$ cat src/rtl/dram_word_responder_pkg.sv
// Shared types and constants for the 32-bit word responder that drives a
// 16-bit external memory bus.
package dram_word_responder_pkg;

    typedef enum logic [1:0] {
        IDLE,
        ACCESS,
        GAP,
        DONE
    } state_t;

    localparam logic HALF_LOW  = 1'b0;
    localparam logic HALF_HIGH = 1'b1;

    typedef logic [15:0] halfword_t;

    // Little-endian: half 0 carries bits [15:0] of the word.
    function automatic halfword_t select_half(input logic [31:0] word, input logic half);
        return (half == HALF_HIGH) ? word[31:16] : word[15:0];
    endfunction

endpackage

$ cat src/rtl/mem16_phase_timer.sv
// Loadable down-counter that times both the strobe phase and the turnaround gap.
// done is high whenever the count has reached zero; it never wraps.
module mem16_phase_timer #(
    parameter int WIDTH = 2
) (
    input  logic             clk,
    input  logic             reset_n,
    input  logic             sync_reset,
    input  logic             load,
    input  logic [WIDTH-1:0] load_value,
    output logic             done
);

    logic [WIDTH-1:0] count;

    // A load always wins so the FSM can restart timing on every state entry.
    always_ff @(posedge clk or negedge reset_n) begin
        if (!reset_n) begin
            count <= '0;
        end else if (sync_reset) begin
            count <= '0;
        end else if (load) begin
            count <= load_value;
        end else if (count != '0) begin
            count <= count - 1'b1;
        end
    end

    assign done = (count == '0);

endmodule

$ cat src/rtl/dram_word_responder.sv
// Responder for single-cycle 32-bit word requests: each access becomes up to
// two 16-bit phases on the external bus, with wait states and turnaround.
`ifndef MEM_ADDR_BITS
`define MEM_ADDR_BITS 16
`endif

module dram_word_responder
    import dram_word_responder_pkg::*;
#(
    parameter int ADDR_BITS   = `MEM_ADDR_BITS,
    parameter int WAIT_STATES = 2,
    parameter int TURNAROUND  = 1
) (
    input  logic                 clk,
    input  logic                 reset_n,
    input  logic                 sync_reset,
    input  logic [ADDR_BITS-1:0] ext_dram_mem_addr,
    input  logic                 ext_dram_mem_read_en,
    input  logic                 ext_dram_mem_write_en,
    input  logic [3:0]           ext_dram_mem_byte_enable,
    input  logic [31:0]          ext_dram_mem_write_data,
    output logic                 ext_dram_ack,
    output logic [31:0]          ext_dram_mem_read_data,
    output logic                 busy,
    output logic                 req_overrun,
    output logic [ADDR_BITS:0]   mem16_addr,
    output logic                 mem16_cs_n,
    output logic                 mem16_oe_n,
    output logic                 mem16_we_n,
    output logic [1:0]           mem16_be_n,
    output halfword_t            mem16_dout,
    output logic                 mem16_dout_en,
    input  halfword_t            mem16_din
);

    localparam int CNT_W = $clog2(WAIT_STATES + TURNAROUND + 1);
    localparam logic [CNT_W-1:0] ACCESS_LOAD = CNT_W'(WAIT_STATES - 1);
    localparam logic [CNT_W-1:0] GAP_LOAD    = CNT_W'((TURNAROUND > 0) ? TURNAROUND - 1 : 0);

    state_t                 state;
    state_t                 state_next;
    logic [ADDR_BITS-1:0]   addr_q;
    logic [3:0]             be_q;
    logic [31:0]            wdata_q;
    logic                   write_q;
    logic                   half_q;
    logic                   second_q;
    logic [31:0]            hold_q;
    logic [31:0]            read_data_q;
    logic                   overrun_q;

    logic                   strobe;
    logic                   req_low;
    logic                   req_high;
    logic                   timer_load;
    logic [CNT_W-1:0]       timer_value;
    logic                   timer_done;
    logic                   advance;

    // Write wins when both strobes arrive; reads always touch both halves.
    assign strobe   = ext_dram_mem_read_en | ext_dram_mem_write_en;
    assign req_low  = ~ext_dram_mem_write_en | (|ext_dram_mem_byte_enable[1:0]);
    assign req_high = ~ext_dram_mem_write_en | (|ext_dram_mem_byte_enable[3:2]);

    mem16_phase_timer #(
        .WIDTH(CNT_W)
    ) u_timer (
        .clk        (clk),
        .reset_n    (reset_n),
        .sync_reset (sync_reset),
        .load       (timer_load),
        .load_value (timer_value),
        .done       (timer_done)
    );

    always_ff @(posedge clk or negedge reset_n) begin
        if (!reset_n) begin
            state <= IDLE;
        end else if (sync_reset) begin
            state <= IDLE;
        end else begin
            state <= state_next;
        end
    end

    // Next state, timer reloads and the bus strobes, all decoded from the current state.
    always_comb begin
        state_next    = state;
        timer_load    = 1'b0;
        timer_value   = ACCESS_LOAD;
        advance       = 1'b0;
        mem16_cs_n    = 1'b1;
        mem16_oe_n    = 1'b1;
        mem16_we_n    = 1'b1;
        mem16_be_n    = 2'b11;
        mem16_dout    = '0;
        mem16_dout_en = 1'b0;

        case (state)
            IDLE: begin
                if (strobe) begin
                    if (req_low | req_high) begin
                        state_next = ACCESS;
                        timer_load = 1'b1;
                    end else begin
                        state_next = DONE;
                    end
                end
            end
            ACCESS: begin
                mem16_cs_n = 1'b0;
                if (write_q) begin
                    mem16_we_n    = 1'b0;
                    mem16_dout_en = 1'b1;
                    mem16_dout    = select_half(wdata_q, half_q);
                    mem16_be_n    = (half_q == HALF_HIGH) ? ~be_q[3:2] : ~be_q[1:0];
                end else begin
                    mem16_oe_n = 1'b0;
                    mem16_be_n = 2'b00;
                end
                if (timer_done) begin
                    if (TURNAROUND > 0) begin
                        state_next  = GAP;
                        timer_load  = 1'b1;
                        timer_value = GAP_LOAD;
                    end else if (second_q) begin
                        state_next = ACCESS;
                        timer_load = 1'b1;
                        advance    = 1'b1;
                    end else begin
                        state_next = DONE;
                    end
                end
            end
            GAP: begin
                if (timer_done) begin
                    if (second_q) begin
                        state_next = ACCESS;
                        timer_load = 1'b1;
                        advance    = 1'b1;
                    end else begin
                        state_next = DONE;
                    end
                end
            end
            DONE: begin
                state_next = IDLE;
            end
            default: begin
                state_next = IDLE;
            end
        endcase
    end

    // Request capture; the half pointer only moves on entry to the second phase.
    always_ff @(posedge clk or negedge reset_n) begin
        if (!reset_n) begin
            addr_q   <= '0;
            be_q     <= '0;
            wdata_q  <= '0;
            write_q  <= 1'b0;
            half_q   <= HALF_LOW;
            second_q <= 1'b0;
        end else if (sync_reset) begin
            addr_q   <= '0;
            be_q     <= '0;
            wdata_q  <= '0;
            write_q  <= 1'b0;
            half_q   <= HALF_LOW;
            second_q <= 1'b0;
        end else if (state == IDLE && strobe) begin
            addr_q   <= ext_dram_mem_addr;
            be_q     <= ext_dram_mem_byte_enable;
            wdata_q  <= ext_dram_mem_write_data;
            write_q  <= ext_dram_mem_write_en;
            half_q   <= req_low ? HALF_LOW : HALF_HIGH;
            second_q <= req_low & req_high;
        end else if (advance) begin
            half_q   <= HALF_HIGH;
            second_q <= 1'b0;
        end
    end

    // Read halves land in hold_q; the visible read data follows it only at a read's ack.
    always_ff @(posedge clk or negedge reset_n) begin
        if (!reset_n) begin
            hold_q      <= '0;
            read_data_q <= '0;
            overrun_q   <= 1'b0;
        end else if (sync_reset) begin
            hold_q      <= '0;
            read_data_q <= '0;
            overrun_q   <= 1'b0;
        end else begin
            overrun_q <= strobe && (state != IDLE);
            if (state == ACCESS && timer_done && !write_q) begin
                if (half_q == HALF_HIGH) begin
                    hold_q[31:16] <= mem16_din;
                end else begin
                    hold_q[15:0] <= mem16_din;
                end
            end
            if (state == DONE && !write_q) begin
                read_data_q <= hold_q;
            end
        end
    end

    assign ext_dram_ack           = (state == DONE);
    assign busy                   = (state != IDLE);
    assign req_overrun            = overrun_q;
    assign mem16_addr             = {addr_q, half_q};
    assign ext_dram_mem_read_data = (state == DONE && !write_q) ? hold_q : read_data_q;

endmodule
$ cat config.mk
export PLATFORM = sky130hd
export DESIGN_NAME = dram_word_responder
export DESIGN_NICKNAME = d
export VERILOG_FILES = /design/src/rtl/dram_word_responder_pkg.sv /design/src/rtl/mem16_phase_timer.sv /design/src/rtl/dram_word_responder.sv
export SDC_FILE = /design/constraint.sdc
export NUM_CORES = 1
export LEC_CHECK = 0
export CAP_MARGIN = 20
export CORE_UTILIZATION = 48
export DETAILED_ROUTE_END_ITERATION = 10
export PLACE_DENSITY = 0.76
export SETUP_SLACK_MARGIN = 0.2
export SLEW_MARGIN = 10
export SYNTH_ARGS = -nofsm -noshare
export SYNTH_HDL_FRONTEND = slang
export SYNTH_SLANG_ARGS = --single-unit
$ cat constraint.sdc
create_clock -name clk -period 2.2 [get_ports clk]
set_input_delay 0.44 -clock clk [delete_from_list [all_inputs] [get_ports clk]]
set_output_delay 0.44 -clock clk [all_outputs]
set_load 0.03 [all_outputs]
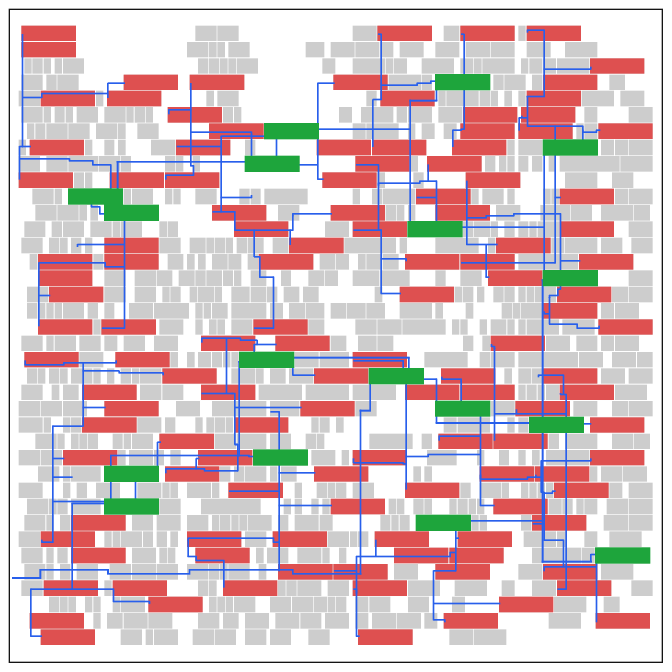
(routed clock nets over the placement)
(6 px per um)
red -> flip-flops  # count 124
blue -> clock wires  # length 1640 um
green -> clock drivers  # count 17
routed clock nets = 18

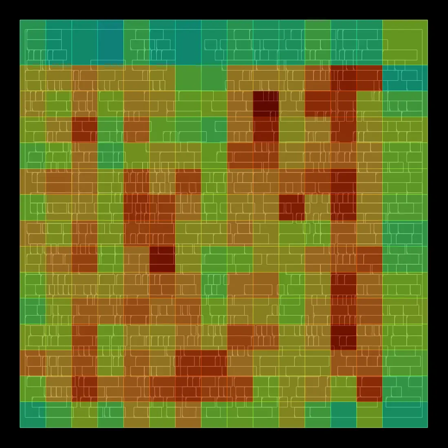
(track usage over the die)
Global Route met2 Usage: 0.473
global routing met1 resource utilization: 0.320

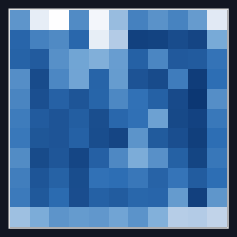
(cell area per tile)
(2 px per um) 11 x 11 tiles, from white (low) to dark blue (high), 0 to 100% covered.
fullest tile = 97%
mean over tiles = 70%
tiles over 75% full = 49%
nearly empty tiles = 0.80%

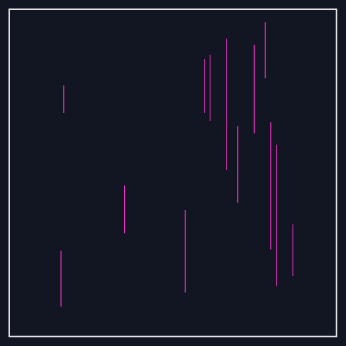
(signal wires on met4)
(3 px per um)
share of all routed wire = 2.1%
nets with wire on the layer = 9
wire length on this layer = 332 um
longest straight run = 46.9 um
main direction = vertical

==> Table 3: Implementation characteristics <==
Physical implementation characteristics

Parameter                              Value

Run status
  Run status    finished, violations left
  Failing checks    negative setup slack

STA
  Setup Total Neg Slack    -1380 ps
  Worst setup margin    -67.9 ps
  Measured slew at the worst slew-check pin    660 ps
  Unrepaired setup endpoints after global routing    yes
  Post-layout minimum cycle time    2270 ps
  Max Clk Rate    0.441 GHz
  Share of the cycle needed by the critical path after routing    1.03
  Worst slew margin relative to its limit    0.560
  Final setup fails    36
  Post-Route Skew    roughly 9.4 ps
  Hold_ws    approximately 520 ps
  Max Transition Viols Final    0
  Number of hold violations in the final report    0

Die
  Die width    roughly 110 um
  Boundary Pins    ~150
  Die ar.    around 12000 um2
  Core Footprint    between 10000 and 15000 um2
  Chip height    109 um
  Number of rows created at floorplan    38
  FP Core Util    0.499

Synth
  XOR/XNOR Area Share    0.00161
  Post-Synth Adder-Cell Area    0.00229
  Syn_nets    around 640
  Unique masters post-synth    34
  Number of warnings reported in the yosys synthesis log    0
  Main logic family    simple AND/OR/NAND/NOR gates
  Post-Synth AOI/OAI Area    0.0894
  Cell count after synthesis    566
  Count of state elements after synthesis    around 120
  Avg Synthesized Cell Area    a little under 10 um2
  Cell Area, Synth    about 5500 um2
  Synthesized chip area reported by yosys    5460 um2
  Share of the yosys chip area belonging to registers    0.569
  Simple-Gate Area Share    0.200
  Cell count listed in synth_stat.txt    roughly 570
  Multiplexer share of the synthesized area    0.101

Final layout
  Final non-filler cell total    a little under 900
  Final Cell Area    8380 um2
  Core Util, Final    0.767
  Number of nets in the layout    between 800 and 900
  Antenna cell count    0
  Fraction of final layout cells with drive strength greater than 1    0.258
  Layout overhead on the synthesized area    53.7%

Place
  Cells after DPL    around 840
  Setup Slack @ Placement    -33.3 ps
  Count of input and output buffers    146
  Placed wire-length estimate after detailed placement    between 9 and 10 mm
  Final weighted congestion in routability-driven placement    0.806
  Total cell area at the placement stage    7150 um2

Critical path
  Peak fanout along the critical path    7
  Category of cells accounting for the largest share of critical-path delay    buffers and inverters
  Required time worst endpoint    approximately 1800 ps
  Startpoint kind of the worst setup timing path    flip-flop
  Critical Path AT    between 1500 and 2000 ps
  Type of destination of the critical path    primary output
  Critical path, cell by cell    and2_4, nand2b_4, buf_16, buf_12, mux2_4, buf_6
  Total buffers and inverters traversed by the critical path    3
  Start-to-end type of the worst setup path    reg2out
  Maximum cell stage delay along the critical path    approximately 370 ps
  CP max-delay cell    dfrtp_1

Routing
  Wirelength per Cell    around 18 um
  First drt pass iteration count    4
  Highest metal used    met4
  Amount of wire on met2 after detailed routing    8.00 mm
  Detailed-route via count    around 4800
  Met1 routed wirelength after detailed routing    slightly above 6 mm
  Drc violations    0
  Post-detailed-routing wire length    roughly 16 mm
  Post-detailed-route count of antenna-violating nets    0
  Post-DR vias/cell    approximately 5.4
  Violation tally from detailed-route iteration zero    about 290
  Length of routed met3 wiring    1.36 mm

Flow run
  Number of logged tool warnings    29
  Reported max-cap violation count    0

CTS
  Worst-case clock buffer depth    2
  Clock Latency Late Sink    ~420 ps
  Depth of the CTS H-tree    4
  Clock transition at the registers of the reported paths    approximately 50 ps
  Number of hold-repair buffers added at the cts stage    1
  TritonCTS clock tree    yes
  Post-CTS setup-driven buffer insertion count    13
  Number of clock buffers inserted by TritonCTS    17
  Cells resized by post-CTS repair    ~230
  Root Driver    clkbuf_16
  # clock sinks    about 120

Power
  Power per unit of standard cell area    950 nW/um2
  Max rail drop VDD    0.788 mV
  Total Power Consumption    7.97 mW
  Reported leakage power    roughly 3.9 nW

GRT
  Met3 Use GR    0.118
  Largest net degree at the start of global routing    about 57
  Number of global-route vias before repair    between 4000 and 5000
  Tot GR Track Use    0.282
  Antenna violations before repair    0
  Global routing's busiest layer    met2
  Overall overflow remaining after global route    0
  Wire length of the first global-routing pass    roughly 25 mm

Hold path
  Tightest Hold Check Type    reg2reg
cells in the final DEF, fill, tap and decap left out, types with 2 or more instances in the layout:
cell,count
nand2_1,174
dfrtp_1,124
a21oi_1,88
clkdlybuf4s50_1,87
buf_6,58
nor2b_1,33
buf_4,32
mux2_4,28
mux2i_1,18
clkbuf_16,18
nor2_4,10
nor2_1,9
buf_12,9
clkbuf_8,7
clkinv_2,7
mux2_2,5
inv_1,4
nor2_2,4
buf_16,4
nor3_1,3
and4b_1,2
nor3b_1,2
a22oi_1,2
buf_8,2
power by group:
group | switching (mW) | total, mW | internal (mW) | leakage [nW]
clock | 0.984 | 2.62 | 1.63 | 0.288
combinational | 1.48 | 2.61 | 1.13 | 1.90
sequential | 0.168 | 2.74 | 2.57 | 1.69
layout make-up:
cell class	instances	area (um2)
clock buffers	25	526
clock inverters	7	35.0
fillers	719	2550
inverters	5	21.3
multi-input cells	396	2380
flip-flops and latches	124	3100
well taps	140	175
repair buffers	196	2140
registers in the layout, indices dropped and copies added (netlist names):
register	count
state	2
be_q	4
req_overrun	1
u_timer.count	2
second_q	1
write_q	1
wdata_q	32
hold_q	32
addr_q	16
read_data_q	32
half_q	1
logic make-up (layout without fill, tap and decap cells):
kind of cell    Yosys count  in the layout
compound gates           95             95
xor+xnor                  1              1
fa+ha+maj                 1              1
buf+inv                  46            233
flops                   124            124
mux                      51             51
simple gates            248            248
synth_stat cells:
library cell	count	area share
inv_1	4	0.0028
a22oi_1	2	0.0028
xor2_1	1	0.0016
buf_2	8	0.0073
nor2b_1	33	0.038
o21ai_0	1	0.00092
buf_4	2	0.0028
a21oi_1	88	0.081
nand2b_1	2	0.0023
nand3b_1	1	0.0014
clkbuf_1	30	0.021
mux2_1	4	0.0083
inv_2	1	0.00069
nor3b_1	2	0.0028
nor3_2	1	0.0018
ha_1	1	0.0023
nor4b_4	1	0.0044
nand2_1	175	0.12
nor3_1	3	0.0028
dfrtp_1	124	0.57
a221oi_1	1	0.0016
and2b_1	1	0.0014
mux2_2	29	0.060
mux2i_1	18	0.033
a211oi_1	1	0.0014
o21ai_1	1	0.00092
or4_1	1	0.0014
a31oi_1	1	0.0011
nand4b_1	1	0.0016
nor2_1	23	0.016
buf_6	1	0.0021
and4b_1	2	0.0037
and2_1	1	0.0011
or4b_1	1	0.0018
tightest hold or removal path, stage by stage (launching register included):
cell and delay [ps]:
dfrtp_1 370, nand2_1 50, a21oi_1 50
path summary, 6_finish.rpt:
path                                        start                         end  slack [ps]  cells past startpoint
max in group asynchronous                 reset_n     wdata_q[16]$_DFFE_PN0P_        1040                      3
setup / recovery             state[1]$_DFFE_PN0P_  ext_dram_mem_read_data[25]         -70                      6
hold reg to reg            addr_q[14]$_DFFE_PN0P_      addr_q[14]$_DFFE_PN0P_         520                      2
hold / removal             addr_q[14]$_DFFE_PN0P_      addr_q[14]$_DFFE_PN0P_         520                      2
min in group asynchronous                 reset_n     wdata_q[18]$_DFFE_PN0P_         540                      2
setup reg to reg             state[1]$_DFFE_PN0P_      hold_q[13]$_DFFE_PN0P_         140                      9
Power is estimated from default activity; no workload was simulated.
